Design pack_sequencer, sky130hd; sources not shown.
final_congestion.png
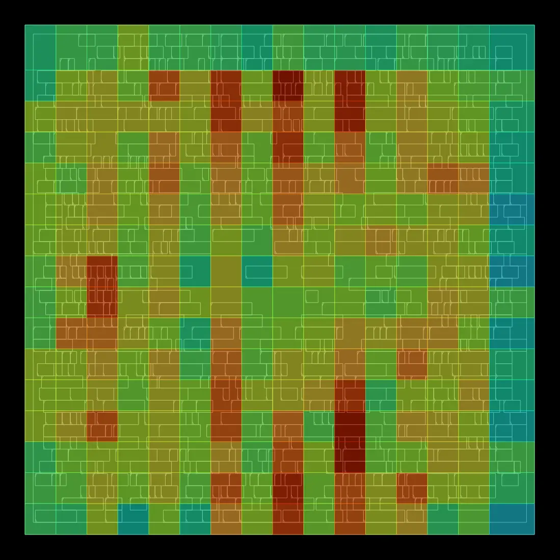
Overall Global Routing Usage: 0.203
met1 usage: 0.265

met1.png
Bar = 20 µm.
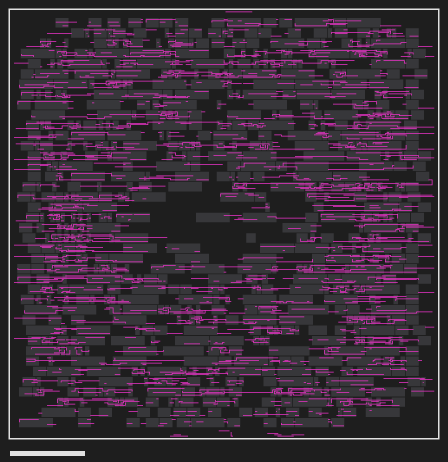
nets with wire on the layer	684
longest straight run	29.9 µm
vias: 4174
final wirelength: 12600 µm

metal_stack.png
Bar = 20 µm. Two of the layers only.
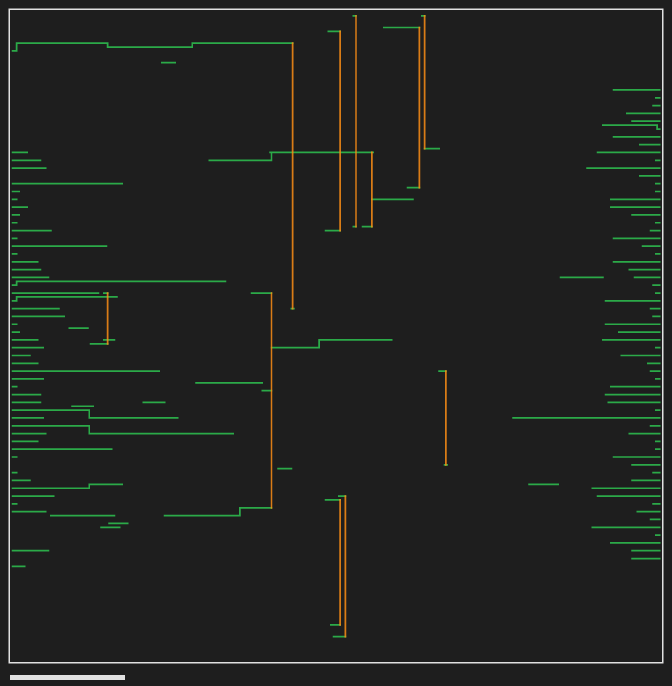
color	layer	wire length
green	met3	917 µm
orange	met4	290 µm
WL/cell: 14.4 µm

wire_density.png
The die is cut into 23 by 23 equal tiles; white is low, dark blue is high, scaled to the fullest tile. Values are wire area over tile area, all layers added.
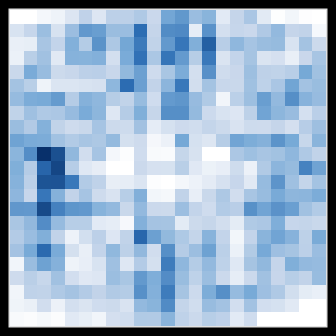
emptiest ninth of the die	middle
mean over tiles	0.16
tiles over half the peak	15%

zoom.png
Bar = 5 µm. Window x 75 to 95, y 75 to 95 µm. Cells in gray, sequential cells in the stronger gray; small squares are vias.
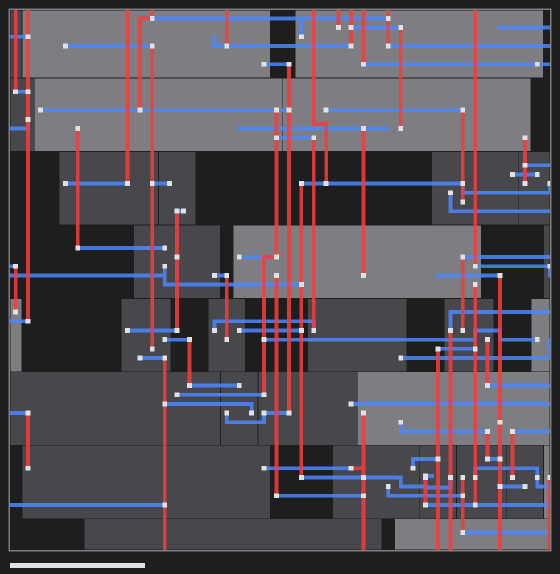
color	layer
blue	met1
red	met2
sequential cells in the window	6
most frequent	dfrtp_1 (6), nand2_1 (5)
cells with their middle in the window	23

==> impl_metrics.tcl <==
# implementation run metrics
set metrics [dict create \
    status "completed" \
    post_cts_buffers 0 \
    p_leak_nw 3.82 \
    seqPwrFrac 0.370 \
    critPathArrivalTime_ps 4250 \
    placementRows 40 \
    cts_tree "built" \
    ant_nets 0 \
    clk_pin_slew_ps 60 \
    diodes 0 \
    cp.required_ps 7050 \
    syn_area_um2 5380 \
    maxCapViolCount 0 \
    gp_congestion 0.880 \
    yosysSeqAreaShare 0.619 \
    lay_top_cells "204 x clkdlybuf4s50_1, 140 x nand2_1, 133 x dfrtp_1" \
    final_cells 878 \
    setup_viol 0 \
    pg_seq_w 0.00134 \
    ios 205 \
    port_buffers 204 \
    numSynthFlops 133 \
    simple_gate_area_frac 0.113 \
    post-place-cells 848 \
    r2r_slack_ps 4420 \
    yosysChipArea_um2 5380 \
    finalClockPeriodUsage 0.589 \
    drtIter0Drc 293 \
    nets 791 \
    synthAdderAreaFrac 0 \
    critPathLaunchType "input pin" \
    clockRootBuffer "clkbuf_16" \
    ir_drop_v 0.000176 \
    critPathMaxFanout 72 \
    powerClk_w 0.00102 \
    yosysWarnings 0 \
    die-area_um2 12900 \
    largest_reg_flops 128 \
    antenna_found_initial 0 \
]
## cells in the mapped netlist (all sizes together)
| cell | instances | share of area |
|---|---|---|
| nand2 | 142 | 0.10 |
| dfrtp | 133 | 0.62 |
| o21ai | 131 | 0.16 |
| inv | 76 | 0.053 |
| buf | 25 | 0.053 |
| nor2 | 6 | 0.0042 |
| clkbuf | 3 | 0.0040 |
| nand4 | 2 | 0.0051 |
| a21oi | 1 | 0.00093 |
| nand3 | 1 | 0.00093 |
| nor3 | 1 | 0.0030 |
## per-stage QoR
stage / hold WS [ps] / worst slack (ps) / util / total power [W] / cell area [µm²]
2_1_floorplan: 453 / 1210 / - / 0.00177 / 5380
3_3_place_gp: 464 / 2460 / 0.613 / 0.00257 / 7330
3_5_place_dp: 468 / 2390 / 0.613 / 0.00261 / 7330
4_1_cts: 482 / 2800 / 0.669 / 0.00366 / 8000
5_1_grt: 496 / 2630 / 0.669 / 0.00383 / 8000
6_report: 479 / 2800 / 0.669 / 0.00362 / 8000
## routing by layer
layer / up-vias / GRT usage / routed length [µm]
met3: 25 / 0.0627 / 916
li1: 2029 / - / -
met2: 160 / 0.317 / 5880
met1: 1960 / 0.265 / 5540
met4: 0 / 0.0833 / 290
met5: - / 0 / 0
## worst max-delay path, cell delays in order
cell and delay (ps):
clkdlybuf4s50_1 580, nor3_4 80, nand2_4 550, buf_4 760
o21ai_0 170
## final cells by class
| class | count | area, µm² | area share |
|---|---|---|---|
| multi-input cells | 284 | 1460 | 0.183 |
| flip-flops and latches | 133 | 3330 | 0.416 |
| well taps | 147 | 184 | 0.0230 |
| clock inverters | 12 | 229 | 0.0286 |
| repair buffers | 208 | 2070 | 0.259 |
| clock buffers | 18 | 439 | 0.0549 |
| inverters | 76 | 288 | 0.0360 |
Power is estimated from default activity; no workload was simulated.
